## src/rtl/game_pkg.sv

```systemverilog
// Shared playfield geometry, ball FSM states and direction encodings.
// No logic: constants and types only.
// Imported by the paddle and ball blocks so screen geometry stays consistent.
package game_pkg;

    localparam int SCREEN_W  = 640;
    localparam int SCREEN_H  = 480;
    localparam int BALL_SIZE = 8;
    localparam int PADDLE_W  = 64;
    localparam int PADDLE_Y  = 440;

    typedef enum logic [1:0] {
        IDLE = 2'd0,
        PLAY = 2'd1,
        MISS = 2'd2
    } ball_state_t;

    localparam logic DIR_RIGHT = 1'b1;
    localparam logic DIR_LEFT  = 1'b0;
    localparam logic DIR_DOWN  = 1'b1;
    localparam logic DIR_UP    = 1'b0;

endpackage

```

## src/rtl/move_tick.sv

```systemverilog
// Movement prescaler: pulses tick_o once every DIV enabled cycles.
// Latency: tick_o is combinational from the count; the count is registered.
// Backpressure: en_i low freezes the count; clr_i forces it back to zero.
module move_tick #(
    parameter int DIV = 1
) (
    input  logic clk,
    input  logic reset,
    input  logic en_i,
    input  logic clr_i,
    output logic tick_o
);

    localparam int CW = (DIV > 1) ? $clog2(DIV) : 1;

    logic [CW-1:0] cnt_q, cnt_d;

    assign tick_o = en_i && (cnt_q == CW'(DIV - 1));

    always_comb begin
        cnt_d = cnt_q;
        if (clr_i) begin
            cnt_d = '0;
        end else if (en_i) begin
            cnt_d = tick_o ? '0 : cnt_q + CW'(1);
        end
    end

    always_ff @(posedge clk) begin
        if (reset) begin
            cnt_q <= '0;
        end else begin
            cnt_q <= cnt_d;
        end
    end

endmodule

```

## src/rtl/ball_motion.sv

```systemverilog
// Ball position/bounce engine: serves from the paddle, reflects off walls and paddle.
// Latency: all outputs registered; a tick's effect shows one cycle after the tick.
// Backpressure: pause freezes state, position, pulses and the prescaler.
module ball_motion #(
    parameter int SCREEN_W  = game_pkg::SCREEN_W,
    parameter int SCREEN_H  = game_pkg::SCREEN_H,
    parameter int BALL_SIZE = game_pkg::BALL_SIZE,
    parameter int PADDLE_W  = game_pkg::PADDLE_W,
    parameter int PADDLE_Y  = game_pkg::PADDLE_Y,
    parameter int MOVE_DIV  = 250000,
    parameter int MISS_HOLD = 64
) (
    input  logic       clk,
    input  logic       reset,
    input  logic       pause,
    input  logic       launch,
    input  logic [9:0] paddle_x,
    output logic [9:0] ball_x,
    output logic [9:0] ball_y,
    output logic       ball_active,
    output logic       hit_pulse,
    output logic       miss_pulse
);

    import game_pkg::*;

    localparam int HW = (MISS_HOLD > 1) ? $clog2(MISS_HOLD) : 1;

    ball_state_t   state_q, state_d;
    logic          dx_q, dx_d, dy_q, dy_d;
    logic [9:0]    bx_q, bx_d, by_q, by_d;
    logic          hit_q, hit_d, miss_q, miss_d;
    logic [HW-1:0] hold_q, hold_d;
    logic          tick;
    logic [9:0]    rest_x, rest_y;
    logic [10:0]   x11, y11, px11;
    logic          over_paddle, left_half;

    move_tick #(.DIV(MOVE_DIV)) u_move_tick (
        .clk    (clk),
        .reset  (reset),
        .en_i   (!pause),
        .clr_i  (state_q == IDLE),
        .tick_o (tick)
    );

    assign rest_x = paddle_x + 10'(PADDLE_W / 2 - BALL_SIZE / 2);
    assign rest_y = 10'(PADDLE_Y - BALL_SIZE);

    // Widen to 11 bits so edge sums near the right of the field cannot wrap.
    assign x11  = {1'b0, bx_q};
    assign y11  = {1'b0, by_q};
    assign px11 = {1'b0, paddle_x};

    assign over_paddle = (x11 + 11'(BALL_SIZE) > px11) && (x11 < px11 + 11'(PADDLE_W));
    assign left_half   = (x11 + 11'(BALL_SIZE / 2)) < (px11 + 11'(PADDLE_W / 2));

    always_comb begin
        state_d = state_q;
        dx_d    = dx_q;
        dy_d    = dy_q;
        bx_d    = bx_q;
        by_d    = by_q;
        hit_d   = hit_q;
        miss_d  = miss_q;
        hold_d  = hold_q;
        if (!pause) begin
            hit_d  = 1'b0;
            miss_d = 1'b0;
            case (state_q)
                IDLE: begin
                    bx_d = rest_x;
                    by_d = rest_y;
                    if (launch) begin
                        state_d = PLAY;
                        dx_d    = DIR_RIGHT;
                        dy_d    = DIR_UP;
                    end
                end
                PLAY: begin
                    if (tick) begin
                        if (dx_q == DIR_RIGHT && x11 == 11'(SCREEN_W - BALL_SIZE)) begin
                            dx_d = DIR_LEFT;
                        end else if (dx_q == DIR_LEFT && bx_q == 10'd0) begin
                            dx_d = DIR_RIGHT;
                        end
                        if (dy_q == DIR_UP && by_q == 10'd0) begin
                            dy_d = DIR_DOWN;
                        end else if (dy_q == DIR_DOWN && y11 + 11'(BALL_SIZE) == 11'(PADDLE_Y)
                                     && over_paddle) begin
                            dy_d  = DIR_UP;
                            hit_d = 1'b1;
                            dx_d  = left_half ? DIR_LEFT : DIR_RIGHT;
                        end else if (dy_q == DIR_DOWN && y11 == 11'(SCREEN_H - BALL_SIZE)) begin
                            state_d = MISS;
                            miss_d  = 1'b1;
                            hold_d  = '0;
                        end
                        if (state_d == PLAY) begin
                            bx_d = (dx_d == DIR_RIGHT) ? bx_q + 10'd1 : bx_q - 10'd1;
                            by_d = (dy_d == DIR_DOWN)  ? by_q + 10'd1 : by_q - 10'd1;
                        end
                    end
                end
                MISS: begin
                    if (tick) begin
                        if (hold_q == HW'(MISS_HOLD - 1)) begin
                            state_d = IDLE;
                            bx_d    = rest_x;
                            by_d    = rest_y;
                        end else begin
                            hold_d = hold_q + HW'(1);
                        end
                    end
                end
                default: state_d = IDLE;
            endcase
        end
    end

    always_ff @(posedge clk) begin
        if (reset) begin
            state_q <= IDLE;
            dx_q    <= DIR_RIGHT;
            dy_q    <= DIR_UP;
            bx_q    <= rest_x;
            by_q    <= rest_y;
            hit_q   <= 1'b0;
            miss_q  <= 1'b0;
            hold_q  <= '0;
        end else begin
            state_q <= state_d;
            dx_q    <= dx_d;
            dy_q    <= dy_d;
            bx_q    <= bx_d;
            by_q    <= by_d;
            hit_q   <= hit_d;
            miss_q  <= miss_d;
            hold_q  <= hold_d;
        end
    end

    assign ball_x      = bx_q;
    assign ball_y      = by_q;
    assign ball_active = (state_q == PLAY);
    assign hit_pulse   = hit_q;
    assign miss_pulse  = miss_q;

endmodule

```

## config.mk

```make
export PLATFORM = sky130hd
export DESIGN_NAME = ball_motion
export DESIGN_NICKNAME = d
export VERILOG_FILES = /design/src/rtl/game_pkg.sv /design/src/rtl/move_tick.sv /design/src/rtl/ball_motion.sv
export SDC_FILE = /design/constraint.sdc
export NUM_CORES = 1
export LEC_CHECK = 0
export CAP_MARGIN = 0
export CORE_ASPECT_RATIO = 1.75
export CORE_MARGIN = 3
export CORE_UTILIZATION = 64
export DETAILED_ROUTE_END_ITERATION = 8
export GPL_TIMING_DRIVEN = 0
export HOLD_SLACK_MARGIN = 0.15
export PLACE_DENSITY = 0.85
export SYNTH_ARGS = -nofsm -noshare
export SYNTH_HDL_FRONTEND = slang
export SYNTH_HIERARCHICAL = 1
export SYNTH_SLANG_ARGS = --single-unit
```

## constraint.sdc

```tcl
create_clock -name clk -period 9.9 [get_ports clk]
set_input_delay 1.98 -clock clk [delete_from_list [all_inputs] [get_ports clk]]
set_output_delay 1.98 -clock clk [all_outputs]
set_load 0.1 [all_outputs]
```

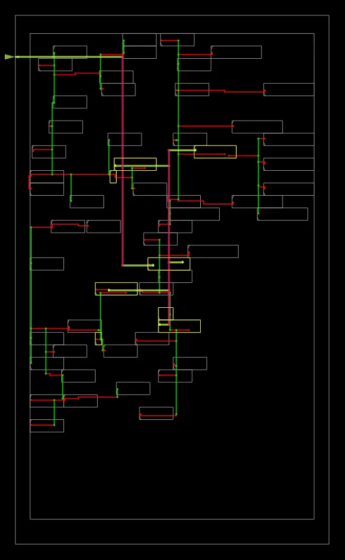
run_1/clocks.png
CTS buffer count: 5
power in the clock group: 168 uW

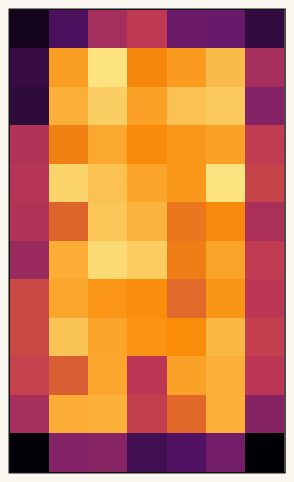
run_1/cell_density.png
Scale: 4 px per micron. 7 x 12 tiles, from black (low) to pale yellow (high), 0 to 100% covered.
- fullest tile: 94%
- emptiest ninth of the die: upper left
- densest ninth of the die: centre
- mean over tiles: 61%
- nearly empty tiles: 2.4%
- tiles over 75% full: 45%

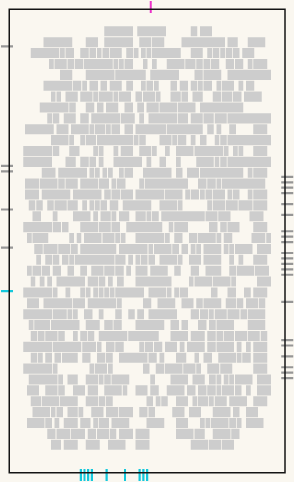
run_1/io_placement.png
Scale: 4 px per micron. Pins as bars across the die edge, other pins in grey.
- magenta: pause (pins 1; direction input; edge top)
- cyan: ball_y (pins 10; direction output; edge 9 bottom, 1 left)
- all pins by edge: 21 right, 9 bottom, 6 left, 1 top
die width: 68.6 microns
vertical die dimension: 115 microns

==> impl_metrics.yaml, run 1 <==
# synthesis and place-and-route metrics
status:
  status: "complete, no violations"
logic_synthesis:
  synthesis.area_per_instance_sq_um: 8.16
  yosys_warnings: 6
  edf_count: 10
  synth.yosys.seq_area_share_pct: 25.1
  synth-async-reset-ratio_pct: 0
drt:
  detail_route.wirelength_microns: 11000
  routed_wire_length_per_instance_microns: 16.6
placement:
  dp.final_hpwl_microns: 8640
  placed_cell_area_sq_um: 4830
  numPortBuffers: 34
min_path:
  holdPathEnd: "hold_q[5]"
  worst_hold_path.num_cells: 2
final_layout:
  layout_top_cells_excl_fill_tap: "sky130_fd_sc_hd__ha_1 (56), sky130_fd_sc_hd__nor2_1 (54), sky130_fd_sc_hd__nand2_1 (48)"
run:
  openroad.warnings: 33
sta:
  max_slew.worst_pin.slew_ps: 979
  maxSlewViolCount: 0
  timing.fmax_ghz: 0.151
  rsz0062_at_grt: "false"
  final_setup_violation_count: 0
critical_path:
  worst-endpoint-required_ps: 9920
  crit_type: "in2reg"
power:
  netSwitchingPower_uw: 230
  power_top_consumer: "sequential cells"
clocking:
  tritoncts_num_sinks: 50
  cts.hold.buffers_added: 0
  post_cts_resized: 0
  max-clock-path-buffers: 2
grt:
  first_global_vias: 4118
## run 1: worst max path at each step
stage,depth (start not counted),slack (ps),endpoint,start
2_1_floorplan,19,4170,ball_x[9],paddle_x[8]
3_3_place_gp,19,3030,ball_x[9],paddle_x[6]
3_5_place_dp,17,3030,ball_x[9],paddle_x[2]
4_1_cts,17,3300,ball_x[9],paddle_x[2]
5_1_grt,19,2970,ball_x[9],paddle_x[6]
6_report,17,3270,ball_x[9],paddle_x[2]
## run 1: layer usage
metal  GRT usage [%]  vias to the layer above  routed length (microns)
li1                -                     2028                        -
met1            32.8                     1938                     4140
met2            53.5                      126                     5810
met3            3.78                       47                      402
met4            17.1                        0                      621
met5               0                        -                        0
## run 1: final cells by class
cell class	instances	area (sq um)	share of cell area [%]
multi-input combinational	440	3100	62.4
sequential	50	1100	22.2
timing repair buffer	34	340	6.85
clock buffer	6	129	2.59
inverter	29	109	2.19
tap	82	103	2.06
buffer	18	72.6	1.46
clock inverter	2	12.5	0.252
## run 1: cells by family (layout without fill, tap and decap cells)
kind of cell | Yosys count | in the layout | share of synthesized area [%]
XOR/XNOR | 50 | 50 | 9.99
multiplexers | 5 | 5 | 1.20
AND/OR/NAND/NOR | 224 | 224 | 27.1
buffers and inverters | 47 | 89 | 4.14
adder cells (fa/ha/maj) | 58 | 58 | 16.9
flip-flops | 50 | 50 | 25.1
AND-OR/OR-AND | 103 | 103 | 15.6
## run 1: per-stage QoR
stage	setup WS (ps)	cells	total power (uW)
after floorplan	4170	537	394
after global routing	2970	661	648
final	3270	661	615
after detailed placement	3030	653	449
after global placement	3030	653	442
after CTS	3300	661	616
## run 1: state kept, by name (all words and copies together) (netlist names)
register and cells:
ball_x 10, miss_pulse 1, u_move_tick/cnt_q 18, dx_q 1, hit_pulse 1, dy_q 1, state_q 2, ball_y 10
hold_q 6
## Run 2: what changed since run 1
--- a/config.mk
+++ b/config.mk
@@ -8,11 +8,11 @@
 export CAP_MARGIN = 0
 export CORE_ASPECT_RATIO = 1.75
 export CORE_MARGIN = 3
-export CORE_UTILIZATION = 64
+export CORE_UTILIZATION = 54
 export DETAILED_ROUTE_END_ITERATION = 8
 export GPL_TIMING_DRIVEN = 0
 export HOLD_SLACK_MARGIN = 0.15
-export PLACE_DENSITY = 0.85
+export PLACE_DENSITY = 0.76
 export SYNTH_ARGS = -nofsm -noshare
 export SYNTH_HDL_FRONTEND = slang
 export SYNTH_HIERARCHICAL = 1
==> constraint.sdc (replaced) <==
create_clock -name clk -period 5.7 [get_ports clk]
set_input_delay 1.14 -clock clk [delete_from_list [all_inputs] [get_ports clk]]
set_output_delay 1.14 -clock clk [all_outputs]
set_load 0.1 [all_outputs]
==> run 2 against run 1 <==
Effect of this change:
- critical endpoint unchanged
- worst setup slack lost 3100 ps
- cell area grew 2.1%
- sequential share of layout area shrank 0.46 points
- highest routed layer unchanged
- clock skew grew 3.7 ps
==> impl_metrics.yaml, run 2 <==
# synthesis and place-and-route metrics
drt:
  routed_wire_length_per_instance_microns: 17.0
  first_pass_iters: 4
  detail_route.wirelength_microns: 11300
  vias: 4045
  routed_via_density: 6.06
grt:
  grt_antenna_before_repair: 0
  first_global_vias: 4066
placement:
  dpl_worst_slack_ps: -429
  placed_cell_area_sq_um: 4830
  placedCellCount: 659
  numPortBuffers: 34
logic_synthesis:
  synth-async-reset-ratio_pct: 0
  edf_count: 10
  synthesis.area_per_instance_sq_um: 8.16
  yosys_warnings: 6
  synth.yosys.seq_area_share_pct: 25.1
power:
  power.total_uw: 1120
  power_in_the_clock_group_uw: 337
  netSwitchingPower_uw: 405
  power_top_consumer: "sequential cells"
  internal_power_uw: 717
final_layout:
  layout_top_cells_excl_fill_tap: "sky130_fd_sc_hd__nor2_1 (54), sky130_fd_sc_hd__ha_1 (54), sky130_fd_sc_hd__nand2_1 (48)"
  final-comb-area_sq_um: 3170
  area.growth.synth_to_final_pct: 15.8
  antenna_cells: 0
  registers.top_by_ff_count: "u_move_tick/cnt_q"
  layoutNonFillerInstCount: 667
  largest_register_ffs: 18
  finish.instance_area_sq_um: 5070
clocking:
  cts.hold.buffers_added: 0
  tritoncts.num_buffers: 5
critical_path:
  crit_path_start: "paddle_x[2]"
  crit_end: "ball_x[9]"
  crit_type: "in2reg"
  crit_cells: 18
sta:
  max_slew.worst_pin.slew_ps: 983
  final_setup_violation_count: 0
  timing.fmax_ghz: 0.181
  maxSlewViolCount: 0
  final.setup.worst_slack_ps: 162
floorplan:
  die_w_microns: 74.1
  chipHeight_microns: 125
run:
  cap_viol_max_count: 0
status:
  status: "complete, no violations"
==> run 2: cell counts after synthesis <==
Identical to the previous run, type by type.
==> run 2: final cells by class <==
type                    count  share of cell area [%]
multi-input cells         440                    62.5
flip-flops and latches     50                    21.7
repair buffers             34                    6.73
clock buffers               6                    2.54
inverters                  29                    2.19
well taps                  88                    2.17
plain buffers              18                    1.43
clock inverters             2                   0.764
==> run 2: per-layer routing <==
layer	vias up	routed length (microns)	GRT usage [%]
met2	85	6170	46.3
met4	0	510	11.1
met3	38	276	2.57
met5	-	0	0
met1	1896	4360	27.1
li1	2026	-	-
==> run 2: cell families after synthesis <==
| group | Yosys count | synth area share [%] |
|---|---|---|
| AND-OR/OR-AND | 103 | 15.6 |
| XOR/XNOR | 50 | 9.99 |
| adder cells (fa/ha/maj) | 58 | 16.9 |
| buffers and inverters | 47 | 4.14 |
| flip-flops | 50 | 25.1 |
| multiplexers | 5 | 1.20 |
| AND/OR/NAND/NOR | 224 | 27.1 |
==> run 2: worst min-delay path by stage <==
stage / cells past startpoint / end / startpoint / slack, ps
after floorplan: 2 / hold_q[5] / hold_q[5] / 440
after global placement: 2 / hold_q[5] / hold_q[5] / 450
after detailed placement: 2 / hold_q[5] / hold_q[5] / 480
after CTS: 2 / hold_q[5] / hold_q[5] / 490
after global routing: 2 / hold_q[4] / hold_q[4] / 520
final: 2 / hold_q[5] / hold_q[5] / 480
==> run 2: through the flow <==
step / utilization [%] / hold WS (ps)
2_1_floorplan: - / 445
5_1_grt: 65.7 / 518
4_1_cts: 64.9 / 490
3_3_place_gp: 62.6 / 454
6_report: 65.7 / 483
3_5_place_dp: 62.6 / 479
==> run 2: what timing repair did <==
item                                   4_1_cts  5_1_grt
endpoints found under the hold margin        0        0
resized                                      4       11
setup endpoints to repair                    1        3
pin swaps                                    0        1
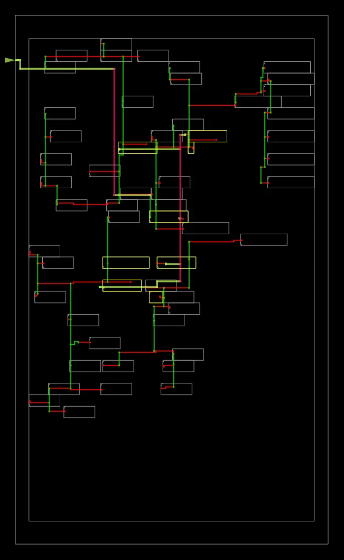
run_2/clocks.png
setup clock skew after layout: 9.26 ps
clk sinks: 50
insertion delay to the later sink of the worst-skew pair: 290 ps
clkbuf count: 6

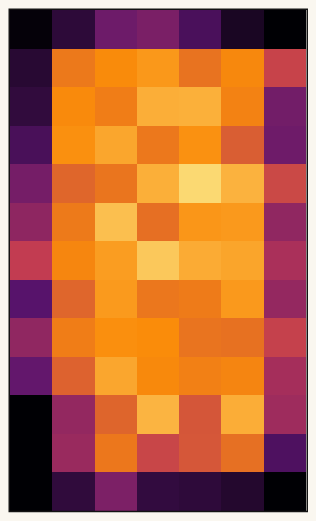
run_2/cell_density.png
Scale: 4 px per micron. 7 x 13 tiles, from black (low) to pale yellow (high), 0 to 100% covered.
- fullest tile: 92%
- emptiest ninth of the die: lower left
- mean over tiles: 54%
- nearly empty tiles: 6.6%

Power figures rest on the tool's default switching activity, not on a simulated workload.
